$ cat src/rtl/tomasulo_pkg.sv
// Shared Tomasulo core types: bus widths, the idle-bus data value,
// reservation-station codes and the CDB holding-slot record.
package tomasulo_pkg;

  localparam int DATA_W = 16;
  localparam int TAG_W  = 4;
  localparam logic [DATA_W-1:0] SEM_VALOR = 16'hFFF0;

  // Tag 0 means "no producer", so it can never be broadcast.
  typedef enum logic [TAG_W-1:0] {
    FREE_REGISTER    = 4'd0,
    RES_STATION_ADD1 = 4'd1,
    RES_STATION_ADD2 = 4'd2
  } station_t;

  typedef struct packed {
    logic              valid;
    logic [TAG_W-1:0]  tag;
    logic [DATA_W-1:0] data;
  } cdb_slot_t;

endpackage

$ cat src/rtl/cdb_scheduler_if.sv
// Requester/broadcast bundle between functional units and the CDB scheduler.
interface cdb_scheduler_if import tomasulo_pkg::*; #(parameter int N_REQ = 2);

  localparam int PEND_W = $clog2(N_REQ + 1);

  logic [N_REQ-1:0]        Done;
  logic [N_REQ*TAG_W-1:0]  Tag;
  logic [N_REQ*DATA_W-1:0] Q;
  logic [N_REQ-1:0]        Ack;
  logic [TAG_W-1:0]        Qi_CDB;
  logic [DATA_W-1:0]       Qi_CDB_data;
  logic                    CDB_Valid;
  logic [N_REQ-1:0]        Finished;
  logic [PEND_W-1:0]       Pending;
  logic                    Tag_Err;

  modport master (
    output Done, Tag, Q,
    input  Ack, Qi_CDB, Qi_CDB_data, CDB_Valid, Finished, Pending, Tag_Err
  );

  modport slave (
    input  Done, Tag, Q,
    output Ack, Qi_CDB, Qi_CDB_data, CDB_Valid, Finished, Pending, Tag_Err
  );

endinterface

$ cat src/rtl/cdb_scheduler_rr_arbiter.sv
// Round-robin arbiter: grants the first request at or above the pointer,
// wrapping modulo N, then moves the pointer just past the winner.
module rr_arbiter #(
  parameter int N = 2
) (
  input  logic         clk,
  input  logic         srst,
  input  logic [N-1:0] req,
  output logic [N-1:0] grant,
  output logic         grant_valid
);

  localparam int PTR_W = (N > 1) ? $clog2(N) : 1;

  logic [PTR_W-1:0] ptr_q, ptr_d;
  logic [PTR_W:0]   idx;

  always_comb begin
    grant       = '0;
    grant_valid = 1'b0;
    ptr_d       = ptr_q;
    idx         = '0;
    for (int off = 0; off < N; off++) begin
      idx = {1'b0, ptr_q} + (PTR_W+1)'(off);
      if (idx >= (PTR_W+1)'(N)) begin
        idx = idx - (PTR_W+1)'(N);
      end
      if (!grant_valid && req[idx[PTR_W-1:0]]) begin
        grant[idx[PTR_W-1:0]] = 1'b1;
        grant_valid           = 1'b1;
        ptr_d = (idx == (PTR_W+1)'(N-1)) ? '0 : idx[PTR_W-1:0] + PTR_W'(1);
      end
    end
  end

  always_ff @(posedge clk) begin
    if (srst) begin
      ptr_q <= '0;
    end else begin
      ptr_q <= ptr_d;
    end
  end

endmodule

$ cat src/rtl/cdb_scheduler.sv
// Shares the Common Data Bus among N_REQ functional units: one holding slot
// per requester, round-robin grant, registered broadcast stage.
module cdb_scheduler import tomasulo_pkg::*; #(
  parameter int N_REQ = 2
) (
  input  logic           Clock,
  input  logic           Reset,
  cdb_scheduler_if.slave bus
);

  localparam int PEND_W = $clog2(N_REQ + 1);

  logic [N_REQ-1:0]        slot_valid;
  logic [N_REQ*TAG_W-1:0]  slot_tag;
  logic [N_REQ*DATA_W-1:0] slot_data;
  logic [N_REQ-1:0]        grant, ack, bad_tag;
  logic                    grant_valid;

  rr_arbiter #(.N(N_REQ)) u_arb (
    .clk         (Clock),
    .srst        (Reset),
    .req         (slot_valid),
    .grant       (grant),
    .grant_valid (grant_valid)
  );

  for (genvar gi = 0; gi < N_REQ; gi++) begin : g_slot
    cdb_slot_t        slot_q, slot_d;
    logic [TAG_W-1:0] req_tag;

    assign req_tag     = bus.Tag[gi*TAG_W +: TAG_W];
    assign bad_tag[gi] = bus.Done[gi] && (req_tag == FREE_REGISTER);
    // A granted slot may be refilled at the same edge it is drained.
    assign ack[gi] = bus.Done[gi] && (req_tag != FREE_REGISTER) &&
                     (!slot_q.valid || grant[gi]) && !Reset;

    assign slot_valid[gi]                  = slot_q.valid;
    assign slot_tag[gi*TAG_W +: TAG_W]     = slot_q.tag;
    assign slot_data[gi*DATA_W +: DATA_W]  = slot_q.data;

    always_comb begin
      slot_d = slot_q;
      if (ack[gi]) begin
        slot_d = '{valid: 1'b1, tag: req_tag, data: bus.Q[gi*DATA_W +: DATA_W]};
      end else if (grant[gi]) begin
        slot_d = '0;
      end
    end

    always_ff @(posedge Clock) begin
      if (Reset) begin
        slot_q <= '0;
      end else begin
        slot_q <= slot_d;
      end
    end
  end

  logic              cdb_valid_q, cdb_valid_d;
  logic [TAG_W-1:0]  qi_cdb_q, qi_cdb_d;
  logic [DATA_W-1:0] qi_data_q, qi_data_d;
  logic [N_REQ-1:0]  finished_q, finished_d;
  logic              tag_err_q, tag_err_d;
  logic [PEND_W-1:0] pending;

  always_comb begin
    cdb_valid_d = 1'b0;
    qi_cdb_d    = '0;
    qi_data_d   = SEM_VALOR;
    finished_d  = '0;
    if (grant_valid) begin
      cdb_valid_d = 1'b1;
      finished_d  = grant;
      for (int i = 0; i < N_REQ; i++) begin
        if (grant[i]) begin
          qi_cdb_d  = slot_tag[i*TAG_W +: TAG_W];
          qi_data_d = slot_data[i*DATA_W +: DATA_W];
        end
      end
    end
    tag_err_d = tag_err_q || (|bad_tag);
  end

  always_comb begin
    pending = '0;
    for (int i = 0; i < N_REQ; i++) begin
      pending = pending + PEND_W'(slot_valid[i]);
    end
  end

  // Reset also suppresses the broadcast of whatever was granted this cycle.
  always_ff @(posedge Clock) begin
    if (Reset) begin
      cdb_valid_q <= 1'b0;
      qi_cdb_q    <= '0;
      qi_data_q   <= SEM_VALOR;
      finished_q  <= '0;
      tag_err_q   <= 1'b0;
    end else begin
      cdb_valid_q <= cdb_valid_d;
      qi_cdb_q    <= qi_cdb_d;
      qi_data_q   <= qi_data_d;
      finished_q  <= finished_d;
      tag_err_q   <= tag_err_d;
    end
  end

  assign bus.Ack         = ack;
  assign bus.CDB_Valid   = cdb_valid_q;
  assign bus.Qi_CDB      = qi_cdb_q;
  assign bus.Qi_CDB_data = qi_data_q;
  assign bus.Finished    = finished_q;
  assign bus.Pending     = pending;
  assign bus.Tag_Err     = tag_err_q;

endmodule

$ cat src/flat_wrapper.sv
// flat-port wrapper written by rule: the top's interface ports become plain ports
module cdb_scheduler_flat import tomasulo_pkg::*;
#(
  parameter int N_REQ = 2
)
  (Clock, Reset, bus_Done, bus_Tag, bus_Q, bus_Ack, bus_Qi_CDB, bus_Qi_CDB_data, bus_CDB_Valid, bus_Finished, bus_Pending, bus_Tag_Err);
  cdb_scheduler_if #(.N_REQ(N_REQ)) bus_i ();
  input  logic Clock;
  input  logic Reset;
  input wire logic [$bits(bus_i.Done)-1:0] bus_Done;
  input wire logic [$bits(bus_i.Tag)-1:0] bus_Tag;
  input wire logic [$bits(bus_i.Q)-1:0] bus_Q;
  output wire logic [$bits(bus_i.Ack)-1:0] bus_Ack;
  output wire logic [$bits(bus_i.Qi_CDB)-1:0] bus_Qi_CDB;
  output wire logic [$bits(bus_i.Qi_CDB_data)-1:0] bus_Qi_CDB_data;
  output wire logic [$bits(bus_i.CDB_Valid)-1:0] bus_CDB_Valid;
  output wire logic [$bits(bus_i.Finished)-1:0] bus_Finished;
  output wire logic [$bits(bus_i.Pending)-1:0] bus_Pending;
  output wire logic [$bits(bus_i.Tag_Err)-1:0] bus_Tag_Err;
  assign bus_i.Done = bus_Done;
  assign bus_i.Tag = bus_Tag;
  assign bus_i.Q = bus_Q;
  assign bus_Ack = bus_i.Ack;
  assign bus_Qi_CDB = bus_i.Qi_CDB;
  assign bus_Qi_CDB_data = bus_i.Qi_CDB_data;
  assign bus_CDB_Valid = bus_i.CDB_Valid;
  assign bus_Finished = bus_i.Finished;
  assign bus_Pending = bus_i.Pending;
  assign bus_Tag_Err = bus_i.Tag_Err;
  cdb_scheduler #(.N_REQ(N_REQ)) u_core (.Clock(Clock), .Reset(Reset), .bus(bus_i));
endmodule
$ cat config.mk
export PLATFORM = sky130hd
export DESIGN_NAME = cdb_scheduler_flat
export DESIGN_NICKNAME = d
export VERILOG_FILES = /design/src/rtl/tomasulo_pkg.sv /design/src/rtl/cdb_scheduler_if.sv /design/src/rtl/cdb_scheduler_rr_arbiter.sv /design/src/rtl/cdb_scheduler.sv /design/src/flat_wrapper.sv
export SDC_FILE = /design/constraint.sdc
export NUM_CORES = 1
export LEC_CHECK = 0
export CORE_AREA = 4 4 87 89
export CTS_CLUSTER_DIAMETER = 200
export CTS_CLUSTER_SIZE = 16
export DETAILED_ROUTE_END_ITERATION = 10
export DIE_AREA = 0 0 91 93
export GPL_TIMING_DRIVEN = 0
export PLACE_DENSITY_LB_ADDON = 0.12
export SKIP_CTS_REPAIR_TIMING = 1
export SLEW_MARGIN = 10
export SYNTH_ARGS = -nofsm -noshare
export SYNTH_HDL_FRONTEND = slang
export SYNTH_SLANG_ARGS = --single-unit
$ cat constraint.sdc
create_clock -name Clock -period 1.3 [get_ports Clock]
set_input_delay 0.13 -clock Clock [delete_from_list [all_inputs] [get_ports Clock]]
set_output_delay 0.13 -clock Clock [all_outputs]
set_load 0.05 [all_outputs]
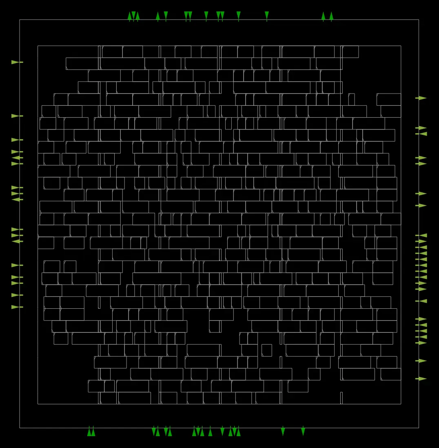
(placed standard cells)
Row Count: 30
post-route non-filler standard cell count: 469
Fill cells: 517

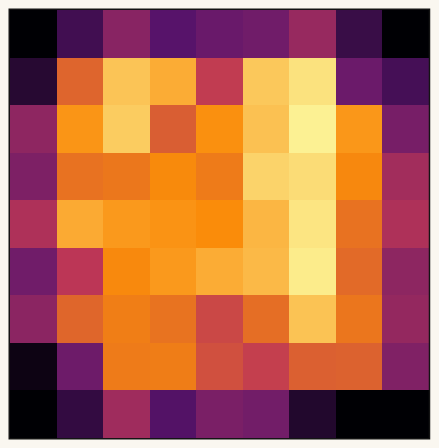
(placement density heat map)
9 x 9 tiles, from black (low) to pale yellow (high), 0 to 100% covered.
27% of the tiles are over 75% full. The fullest tile reaches 97%. The densest ninth of the die: middle. 6.2% of the tiles are nearly empty. The mean over all tiles is 54%.

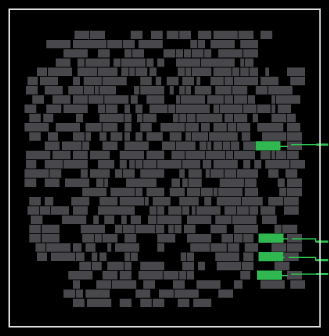
(I/O nets highlighted)
Key: bus_Qi_CDB = green [bits 4, direction output, edge right, end cells 4, buffers 4, wire 40.7 µm]

==> flow_summary_export.csv <==
group,metric,value,unit
sta,setup_violations,52,
yosys,yosysMostFrequentCell,"dfxtp_1",
grt,use_met1,0.214,
sta,tightest_slew,0.521,ns
routing,wl_met3,460,µm
floorplanning,die_x,91,µm
finish,nets,429,
grt,grt_pass1_vias,2333,
run_status,violations,"negative setup slack",
floorplanning,dieArea,0.00846,mm²
sta,fin_ws,-0.294,ns
grt,grt_overflow_total,0,
yosys,synth-adder-area-share,0.00416,
run_status,status,"finished, violations left",
sta,maxSlewHeadroom,0.653,
sta,fmaxAchievable,627,MHz
finish,largest_register_ffs,42,
yosys,synth.logic.top_family,"simple AND/OR/NAND/NOR gates",
setup_path,cp.required,1.17,ns
pwr,pwr_density_cell,1060,mW/mm²
grt,antenna_found_initial,0,
finish,top_register,"u_core.g_slot.slot_q",
pwr,leakagePower,2.20,nW
pwr,pg_comb,1.02,mW
yosys,avgSynthCellArea,10.8,µm²
sta,finClkSkew,0.0112,ns
routing,detail_route.wl_per_cell,18.1,µm
clocking,clockRootBuffer,"clkbuf_8",
yosys,ys_ff,67,
yosys,yosys_warnings,0,
pwr,clkPwrFrac,0.345,
floorplanning,io-pin-count,72,
clocking,clk_pin_slew,0.07,ns
placement,pre_cts_slack,-1.16,ns
pwr,powerClk,1.70,mW
pwr,seqPwrFrac,0.449,
yosys,synth-edff-count,0,
sta,rsz0062_at_grt,"true",
yosys,fp_nets,322,
floorplanning,die_y,93,µm
sta,period_minus_slack,1.59,ns
routing,routed-wl-met2,4270,µm
setup_path,start_kind,"flip-flop",
finish,drive_above_1_share,0.326,
-- final timing paths --
| path | endpoint | from | cells after the start |
|---|---|---|---|
| setup / recovery | bus_Ack[1] | u_core.u_arb.ptr_q | 6 |
| hold / removal | u_core.g_slot[0].slot_q[19] | bus_Tag[3] | 2 |
| setup reg to reg | u_core.g_slot[1].slot_q[17] | u_core.g_slot[1].slot_q[20] | 6 |
| hold reg to reg | u_core.bus.Qi_CDB[2] | u_core.g_slot[0].slot_q[18] | 1 |
-- through the flow --
stage | area, µm² | utilization | cells | hold slack, ns | total power [mW]
2_1_floorplan | 3010 | - | 277 | 0.252 | 2.75
3_3_place_gp | 3820 | 0.566 | 428 | 0.455 | 3.06
3_5_place_dp | 3820 | 0.566 | 428 | 0.455 | 3.07
4_1_cts | 4010 | 0.594 | 444 | 0.346 | 4.73
5_1_grt | 4660 | 0.690 | 469 | 0.0992 | 5.10
6_report | 4660 | 0.690 | 469 | 0.0880 | 4.93
-- cells in the final DEF, fill, tap and decap left out, drive strengths merged --
cell type and count:
dfxtp 67, nand3b 1, o32ai 12, clkinv 1, nand2b 29, clkdlybuf4s50 34
a221oi 1, a21boi 1, nor4 2, nor2b 24, clkbuf 22, a32o 8
and2 2, a22o 8, clkinvlp 1, o21ba 1, mux2 16, a21oi 3
nand2 1, mux2i 16, inv 2, or4 2, nor2 5, and2b 11
nand3 3, ha 1, nor3 1, o21ai 17, nor3b 16, a21bo 1
buf 46, bufinv 1, dlymetal6s2s 33
-- layout make-up --
cell class / instances / area [µm²]
Buffer: 22 / 199
Clock buffer: 14 / 153
Clock inverter: 2 / 35.0
Fill cell: 517 / 2100
Inverter: 3 / 17.5
Multi-Input combinational cell: 182 / 1720
Sequential cell: 67 / 1350
Tap cell: 80 / 100
Timing Repair Buffer: 99 / 1090
Power figures rest on the tool's default switching activity, not on a simulated workload.
